## src/rtl/lsu_pkg.sv

```systemverilog
// Shared encodings for the load/store unit. The store-size and load-type codes
// match the control decoder's encodings.
package lsu_pkg;

  localparam logic [2:0] SZ_B = 3'b000;
  localparam logic [2:0] SZ_H = 3'b001;
  localparam logic [2:0] SZ_W = 3'b010;

  localparam logic [2:0] LT_LB  = 3'b000;
  localparam logic [2:0] LT_LH  = 3'b001;
  localparam logic [2:0] LT_LW  = 3'b010;
  localparam logic [2:0] LT_LBU = 3'b100;
  localparam logic [2:0] LT_LHU = 3'b101;

  localparam logic [3:0] MASK_NONE = 4'b0000;
  localparam logic [3:0] MASK_B    = 4'b0001;
  localparam logic [3:0] MASK_H    = 4'b0011;
  localparam logic [3:0] MASK_W    = 4'b1111;

  typedef enum logic [1:0] {
    IDLE = 2'd0,
    REQ  = 2'd1,
    DONE = 2'd2
  } lsu_state_e;

endpackage

```

## src/rtl/lsu_align.sv

```systemverilog
// Combinational lane logic: store byte mask, store data replication,
// misalignment detection, and load-data extraction with sign/zero extension.
module lsu_align
  import lsu_pkg::*;
(
  input  logic        is_store,
  input  logic [2:0]  st_size,
  input  logic [2:0]  load_type,
  input  logic [1:0]  addr_lo,
  input  logic [31:0] st_data,
  output logic [3:0]  bmask,
  output logic [31:0] wdata,
  output logic        misaligned,
  input  logic [2:0]  ext_type,
  input  logic [1:0]  ext_addr_lo,
  input  logic [31:0] rdata,
  output logic [31:0] ld_data
);

  // 0 = byte, 1 = halfword, 2 = word; unknown encodings fall back to word
  logic [1:0] size_sel;
  logic [7:0]  ld_byte;
  logic [15:0] ld_half;

  always_comb begin
    size_sel = 2'd2;
    if (is_store) begin
      if (st_size == SZ_B)      size_sel = 2'd0;
      else if (st_size == SZ_H) size_sel = 2'd1;
    end else begin
      if (load_type[1:0] == 2'b00)      size_sel = 2'd0;
      else if (load_type[1:0] == 2'b01) size_sel = 2'd1;
    end
  end

  always_comb begin
    bmask      = MASK_NONE;
    wdata      = st_data;
    misaligned = 1'b0;
    case (size_sel)
      2'd0: begin
        bmask = MASK_B << addr_lo;
        wdata = {4{st_data[7:0]}};
      end
      2'd1: begin
        bmask      = MASK_H << {addr_lo[1], 1'b0};
        wdata      = {2{st_data[15:0]}};
        misaligned = addr_lo[0];
      end
      default: begin
        bmask      = MASK_W;
        misaligned = |addr_lo;
      end
    endcase
    if (!is_store) bmask = MASK_NONE;
  end

  always_comb begin
    ld_byte = rdata[7:0];
    case (ext_addr_lo)
      2'd1:    ld_byte = rdata[15:8];
      2'd2:    ld_byte = rdata[23:16];
      2'd3:    ld_byte = rdata[31:24];
      default: ld_byte = rdata[7:0];
    endcase
    ld_half = ext_addr_lo[1] ? rdata[31:16] : rdata[15:0];
  end

  always_comb begin
    ld_data = rdata;
    case (ext_type)
      LT_LB:   ld_data = {{24{ld_byte[7]}}, ld_byte};
      LT_LH:   ld_data = {{16{ld_half[15]}}, ld_half};
      LT_LBU:  ld_data = {24'd0, ld_byte};
      LT_LHU:  ld_data = {16'd0, ld_half};
      default: ld_data = rdata;
    endcase
  end

endmodule

```

## src/rtl/lsu_mem_ctrl.sv

```systemverilog
// Multi-cycle load/store unit: accepts one decoded memory op, issues a held
// request on the data-memory port, stalls the core, and retires in DONE.
module lsu_mem_ctrl
  import lsu_pkg::*;
#(
  parameter int TIMEOUT = 16,
  parameter int AW      = 32
) (
  input  logic          i_clk,
  input  logic          i_reset,
  input  logic          i_rden,
  input  logic          i_wren,
  input  logic [2:0]    i_slt_sl,
  input  logic [2:0]    i_load_type,
  input  logic [AW-1:0] i_addr,
  input  logic [31:0]   i_st_data,
  output logic          o_stall,
  output logic          o_ld_vld,
  output logic [31:0]   o_ld_data,
  output logic          o_misaligned,
  output logic          o_mem_err,
  output logic          o_mem_req,
  output logic          o_mem_we,
  output logic [AW-1:0] o_mem_addr,
  output logic [31:0]   o_mem_wdata,
  output logic [3:0]    o_mem_bmask,
  input  logic          i_mem_ack,
  input  logic [31:0]   i_mem_rdata,
  output logic [1:0]    o_dbg_state
);

  // Handshake: o_mem_req rises after accept and stays high with stable
  // address/we/mask/wdata until the first cycle i_mem_ack is seen high in REQ.
  localparam int CW = $clog2(TIMEOUT);

  lsu_state_e state_q, state_d;

  logic [CW-1:0]   cnt_q;
  logic [AW-3:0]   addr_q;
  logic [1:0]      lo_q;
  logic            we_q;
  logic [3:0]      mask_q;
  logic [31:0]     wdata_q;
  logic [2:0]      type_q;
  logic            err_q;
  logic [31:0]     ld_data_q;

  logic [3:0]  acc_mask;
  logic [31:0] acc_wdata;
  logic        acc_misaligned;
  logic [31:0] ext_data;
  logic        accept;
  logic        timeout_hit;

  lsu_align u_align (
    .is_store    (i_wren),
    .st_size     (i_slt_sl),
    .load_type   (i_load_type),
    .addr_lo     (i_addr[1:0]),
    .st_data     (i_st_data),
    .bmask       (acc_mask),
    .wdata       (acc_wdata),
    .misaligned  (acc_misaligned),
    .ext_type    (type_q),
    .ext_addr_lo (lo_q),
    .rdata       (i_mem_rdata),
    .ld_data     (ext_data)
  );

  assign accept      = (state_q == IDLE) && (i_rden || i_wren) && !acc_misaligned;
  assign timeout_hit = (cnt_q == CW'(TIMEOUT - 1));

  always_ff @(posedge i_clk) begin
    if (i_reset) begin
      state_q   <= IDLE;
      cnt_q     <= '0;
      addr_q    <= '0;
      lo_q      <= '0;
      we_q      <= 1'b0;
      mask_q    <= '0;
      wdata_q   <= '0;
      type_q    <= '0;
      err_q     <= 1'b0;
      ld_data_q <= '0;
    end else begin
      state_q <= state_d;
      if (accept) begin
        addr_q  <= i_addr[AW-1:2];
        lo_q    <= i_addr[1:0];
        we_q    <= i_wren;
        mask_q  <= acc_mask;
        wdata_q <= acc_wdata;
        type_q  <= i_load_type;
        err_q   <= 1'b0;
        cnt_q   <= '0;
      end else if (state_q == REQ) begin
        if (i_mem_ack) begin
          cnt_q <= '0;
          if (!we_q) ld_data_q <= ext_data;
        end else if (timeout_hit) begin
          cnt_q <= '0;
          err_q <= 1'b1;
          if (!we_q) ld_data_q <= '0;
        end else begin
          cnt_q <= cnt_q + CW'(1);
        end
      end
    end
  end

  always_comb begin
    state_d      = state_q;
    o_stall      = 1'b0;
    o_mem_req    = 1'b0;
    o_ld_vld     = 1'b0;
    o_mem_err    = 1'b0;
    o_misaligned = 1'b0;
    case (state_q)
      IDLE: begin
        if (i_rden || i_wren) begin
          if (acc_misaligned) begin
            o_misaligned = 1'b1;
          end else begin
            o_stall = 1'b1;
            state_d = REQ;
          end
        end
      end
      REQ: begin
        o_stall   = 1'b1;
        o_mem_req = 1'b1;
        if (i_mem_ack || timeout_hit) state_d = DONE;
      end
      DONE: begin
        o_ld_vld  = !we_q;
        o_mem_err = err_q;
        state_d   = IDLE;
      end
      default: state_d = IDLE;
    endcase
  end

  assign o_mem_we    = o_mem_req & we_q;
  assign o_mem_addr  = o_mem_req ? {addr_q, 2'b00} : '0;
  assign o_mem_wdata = o_mem_req ? wdata_q : '0;
  assign o_mem_bmask = o_mem_req ? mask_q : '0;
  assign o_ld_data   = ld_data_q;
  assign o_dbg_state = state_q;

endmodule
```

## config.mk

```make
export PLATFORM = sky130hd
export DESIGN_NAME = lsu_mem_ctrl
export DESIGN_NICKNAME = d
export VERILOG_FILES = /design/src/rtl/lsu_pkg.sv /design/src/rtl/lsu_align.sv /design/src/rtl/lsu_mem_ctrl.sv
export SDC_FILE = /design/constraint.sdc
export NUM_CORES = 1
export LEC_CHECK = 0
export CAP_MARGIN = 20
export CORE_MARGIN = 5
export CORE_UTILIZATION = 44
export DETAILED_ROUTE_END_ITERATION = 16
export PLACE_DENSITY = 0.85
export SLEW_MARGIN = 10
export SYNTH_ARGS = -nofsm -noshare
export SYNTH_HDL_FRONTEND = slang
export SYNTH_SLANG_ARGS = --single-unit
```

## constraint.sdc

```tcl
create_clock -name i_clk -period 2.1 [get_ports i_clk]
set_input_delay 0.21 -clock i_clk [delete_from_list [all_inputs] [get_ports i_clk]]
set_output_delay 0.21 -clock i_clk [all_outputs]
set_load 0.005 [all_outputs]
```

==> flow_summary_export.csv, run 1 <==
group,metric,value,unit
critical_path,crit_start,"o_dbg_state[1]",
critical_path,reg2reg_to,"mask_q[3]",
power,pwr-share-seq,0.432,
run_status,run_status,"finished, final reports clean",
layout,final_cell_mix,"clkdlybuf4s50_1 (203), dfxtp_1 (109), and2_1 (68)",
critical_path,r2r_cells,8,
detailed_routing,ant_nets,0,
worst_hold_path,worst_hold_path.num_cells,3,
detailed_routing,dr_total_vias,5903,
detailed_routing,drt-initial-drc-count,503,
timing,maxSlewViolCount,0,
critical_path,crit_path_start_kind,"flop",
layout,syn_to_final_growth,55.0,%
timing,fin_ws,0.0615,ns
power,top_power_group,"registers",
power,power_sequential,2.35,mW
layout,comb_area_frac,0.355,
synth,synth_area_per_cell,8.69,um2
placement,dp_cells,1007,
placement,place.gp.congestion,0.931,
clock_network,cts_root_buf,"clkbuf_16",
critical_path,path_class,"flop to output port",
synth,synth-main-ff-cell,"dfxtp_1",
synth,mux_share,0.0799,
global_route,grt_pass1_wl,30900,um
detailed_routing,drc,0,
layout,logic_area,0.00305,mm2
timing,hold_violations,0,
timing,fmax,0.491,GHz
synth,ys_cells,638,
flow_run,tool_warnings,26,
critical_path,path_delay_family,"buffers and inverters",
timing,setup_tns,0,ns
layout,fin_cells,1034,
die,die_area,0.0149,mm2
power,p_int,3.91,mW
layout,fillers,998,
critical_path,cpPeakStageDelay,0.51,ns
layout,flops,111,
critical_path,cp_data_arrival_time,1.83,ns
detailed_routing,routed_wl,20000,um
power,p_clk_frac,0.322,
placement,place_ws,-0.330,ns
die,tap_cells,172,
layout,n_all_buffers,272,
global_route,grt_pass1_vias,5960,
layout,final.clkbuf_count,9,
layout,finish.instance_area,0.00859,mm2
global_route,use_met1,0.321,
synth,top_logic_kind,"AND-OR/OR-AND gates",
timing,finalClockPeriodUsage,0.971,
critical_path,rr_startpoint,"o_dbg_state[1]",
placement,placed_area,0.00812,mm2
synth,ys_warn_count,0,
power,pg_clk,1.75,mW
die,fp_util,0.445,
synth,ys.flops,111,
synth,top_area_cell,"dfxtp_1",
timing,whs,0.418,ns
power,p_sw_frac,0.280,
layout,largest_class,"combinational gates",
placement,io_buffers,212,
detailed_routing,firstDrtPassIters,5,
clock_network,numCtsBuffers,9,
clock_network,clkTransAtPathRegs,0.08,ns
timing,rsz0062_at_grt,"no",
layout,nonClkBufAreaFrac,0.323,
die,rows,41,
critical_path,worst-path-buf-inv,3,
detailed_routing,vias_per_cell,5.71,
synth,async_reset_ff_frac,0,
timing,setup_viol,0,
power,combinationalPowerShare,0.246,
critical_path,crit_end,"o_mem_wdata[13]",
critical_path,cp.depth,5,
critical_path,cpMaxStageDelayCell,"clkdlybuf4s50_1",
detailed_routing,met3_length,1350,um
clock_network,cts_tree,"built",
layout,drive_gt1_frac,0.125,
global_route,grt_antenna_before_repair,1,
power,power.density,632,mW/mm2
layout,diodes,1,
critical_path,cp.required,1.89,ns
clock_network,cts_resized,16,
critical_path,cp_cell_sequence,"nand2b_4, inv_8, buf_12, and2_1, clkdlybuf4s50_1",
synth,syn_area,0.00554,mm2
timing,fin_worst_skew,0.00977,ns
power,powerComb,1.34,mW
synth,ys_types,53,
clock_network,clk_latency,0.35,ns
global_route,grt-busiest-layer,"met2",
detailed_routing,top_layer,"met4",
synth,area_leaders,"dfxtp_1 (40%), and2_1 (7.7%), a21oi_1 (4.6%), nand3_1 (4.5%), mux2i_1 (4.3%)",
synth,yosys_area,0.00554,mm2
layout,layout_top_cell,"clkdlybuf4s50_1",
placement,dp_hpwl,14700,um
synth,postSynthCellCount,638,
synth,ys_sh_aoi,0.241,
power,p_total,5.43,mW
detailed_routing,wl_met1,7930,um
synth,yosys.area_share.adder,0.00226,
synth,edf_count,0,
worst_hold_path,min_to,"type_q[2]",
detailed_routing,wl_per_cell,19.3,um
worst_hold_path,hp-start,"i_load_type[2]",
synth,ys_sh_xor,0.00158,
die,io_pins,215,
layout,final-clk-cell-share,0.0354,
-- run 1: synthesized netlist by cell type, types with 2 or more instances --
cell,instances
a211oi_1,20
a21boi_0,7
a21oi_1,51
a221oi_1,12
a22o_1,2
a311oi_1,8
a32o_1,16
and2_1,68
and3_1,2
buf_1,4
buf_2,6
buf_4,4
buf_6,3
clkbuf_1,49
dfxtp_1,111
inv_1,4
mux2_2,16
mux2i_1,24
nand2_1,21
nand2b_1,18
nand3_1,50
nor2_1,7
nor2b_1,2
nor3_1,30
nor3b_1,3
o21a_1,4
o21ai_0,48
o21ai_1,9
o2bb2ai_1,14
or3_1,2
-- run 1: flip-flops by register name, indices dropped and copies added (netlist names) --
register and flops:
addr_q 30, cnt_q 4, err_q 1, lo_q 2, mask_q 4, o_dbg_state 2
o_ld_data 32, type_q 3, wdata_q 32, we_q 1
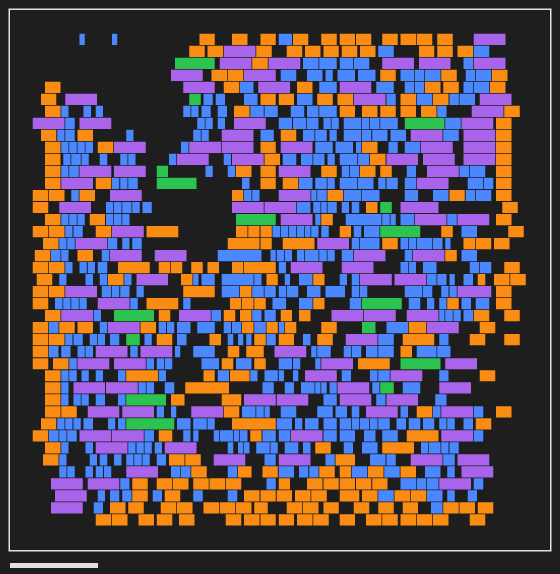
Figure 1: run 1, placement by cell class.
Scale bar: 20 um.
[flops] purple | cells: 111 | share of their area: 27%
[clock drivers and dummy loads] green | cells: 16 | share of their area: 3.6%
[other buffers and delay cells] orange | cells: 272 | share of their area: 33%
[all other logic] blue | cells: 462 | share of their area: 37%

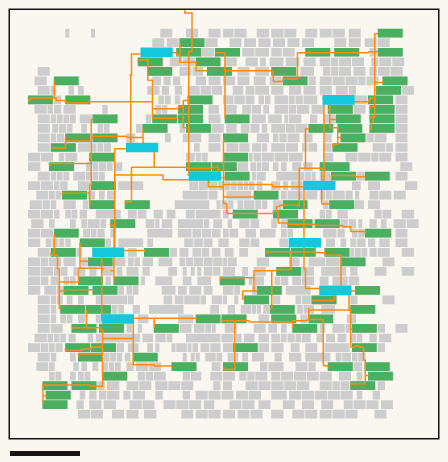
Figure 2: run 1, clock distribution.
Scale bar: 20 um.
[clock wires] orange | length: 1240 um
[flip-flops] green | count: 111
[cells driving clock nets] cyan | count: 9
routed clock nets: 10

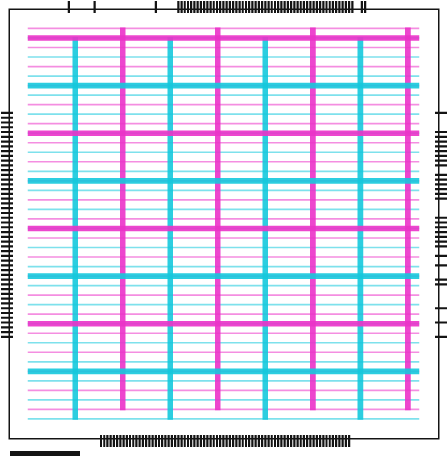
Figure 3: run 1, PDN straps and rails.
Scale bar: 20 um. Pins as bars on the die edge.
[VSS] cyan
[VDD] magenta
met4 straps: 8
met1 rails: 42
signal pins: 215
core area: 0.0125 mm2
Worst VDD drop: 0.000405 V
Die H: 122 um
Die Width: 122 um

==> run 2, diff against run 1 <==
- CORE_UTILIZATION: 44 -> 45
- SYNTH_HIERARCHICAL: unset -> 1
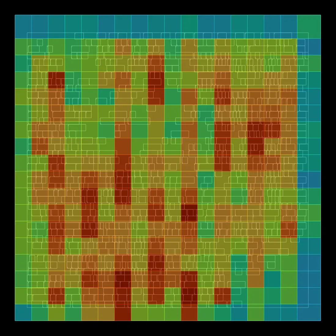
Figure 4: run 2, congestion heat map.
drt wl/cell: 18.7 um
global-route usage over all layers: 0.258

==> run 2 against run 1 <==
Maximum frequency rose by 1.8%; clock skew fell by 0.0044 ns; sequential cell count did not move; critical path type unchanged; critical endpoint is now o_mem_wdata[14].
==> flow_summary_export.csv, run 2 <==
group,metric,value,unit
detailed_routing,drc,0,
die,rows,42,
global_route,grt-busiest-layer,"met2",
synth,syn_area,0.00616,mm2
synth,yosys.area_share.adder,0.00203,
timing,fin_ws,0.0971,ns
run_status,run_status,"finished, final reports clean",
clock_network,clk_latency,0.36,ns
power,combinationalPowerShare,0.269,
critical_path,cp_cell_sequence,"nand2b_4, inv_8, clkbuf_16, and2_1, clkdlybuf4s50_1",
detailed_routing,vias_per_cell,5.88,
timing,rsz0062_at_grt,"no",
critical_path,worst-path-buf-inv,3,
synth,top_area_cell,"dfxtp_1",
placement,dp_cells,1144,
layout,drive_gt1_frac,0.0990,
placement,io_buffers,212,
power,pwr-share-seq,0.427,
die,fp_util,0.462,
critical_path,cp_data_arrival_time,1.79,ns
placement,dp_hpwl,14000,um
detailed_routing,top_layer,"met4",
power,top_power_group,"registers",
detailed_routing,met3_length,2020,um
layout,finish.instance_area,0.00896,mm2
die,die_area,0.0161,mm2
global_route,use_met1,0.339,
die,die_y,127,um
synth,area_leaders,"dfxtp_1 (36%), a21oi_1 (9.0%), o31ai_1 (8.8%), nand2_1 (7.5%), nand4_1 (7.2%)",
power,power.density,602,mW/mm2
synth,yosys_area,0.00616,mm2
timing,maxSlewViolCount,0,
synth,synth_area_per_cell,7.60,um2
layout,layout_top_cell,"clkdlybuf4s50_1",
power,p_clk_frac,0.304,
layout,fin_cells,1167,
timing,finalClockPeriodUsage,0.954,
power,p_total,5.39,mW
clock_network,clkTransAtPathRegs,0.07,ns
synth,ys_types,51,
critical_path,crit_end,"o_mem_wdata[14]",
clock_network,cts_tree,"built",
timing,whs,0.298,ns
layout,logic_area,0.00353,mm2
power,pg_clk,1.64,mW
synth,ys.flops,111,
timing,setup_tns,0,ns
worst_hold_path,min_to,"wdata_q[27]",
placement,place_ws,-0.332,ns
timing,fmax,0.499,GHz
synth,edf_count,0,
critical_path,cpMaxStageDelayCell,"clkdlybuf4s50_1",
critical_path,path_class,"flop to output port",
clock_network,cts_root_buf,"clkbuf_16",
timing,setup_viol,0,
critical_path,crit_path_start_kind,"flop",
synth,common_cells,"nand2_1 (123), a21oi_1 (111), dfxtp_1 (111), o31ai_1 (72), nand4_1 (71)",
synth,ys_sh_xor,0,
critical_path,reg2reg_to,"cnt_q[3]",
synth,ys_sh_aoi,0.272,
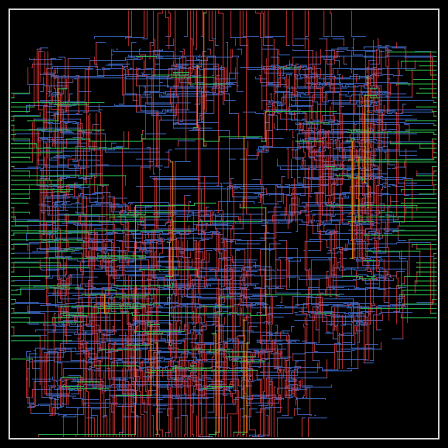
Figure 5: run 2, routed metal, one colour a layer.
[met3] green | wire length: 2020 um
[met4] orange | wire length: 569 um
[met1] blue | wire length: 9050 um
[met2] red | wire length: 10200 um
Vias: 6862
final WL: 21800 um

==> run 2: netlist changes by cell type in the layout (fill, tap and decap cells not counted), moves of 14 or more <==
cell | before | now
mux2i_1 | 24 | 1
nand2_1 | 21 | 123
nor3_1 | 29 | 3
nand4_1 | 1 | 71
a211oi_1 | 18 | 2
a21oi_1 | 51 | 110
o2bb2ai_1 | 14 | 0
nand3_1 | 50 | 5
a32o_1 | 16 | 0
o31ai_1 | 0 | 72
==> run 2: layout make-up <==
| type | count | share of cell area |
|---|---|---|
| Antenna cell | 1 | 0.000279 |
| Clock buffer | 12 | 0.0275 |
| Timing Repair Buffer | 263 | 0.298 |
| Multi-Input combinational cell | 593 | 0.394 |
| Tap cell | 176 | 0.0246 |
| Sequential cell | 111 | 0.248 |
| Inverter | 7 | 0.00377 |
| Clock inverter | 4 | 0.00307 |
Power is estimated from default activity; no workload was simulated.
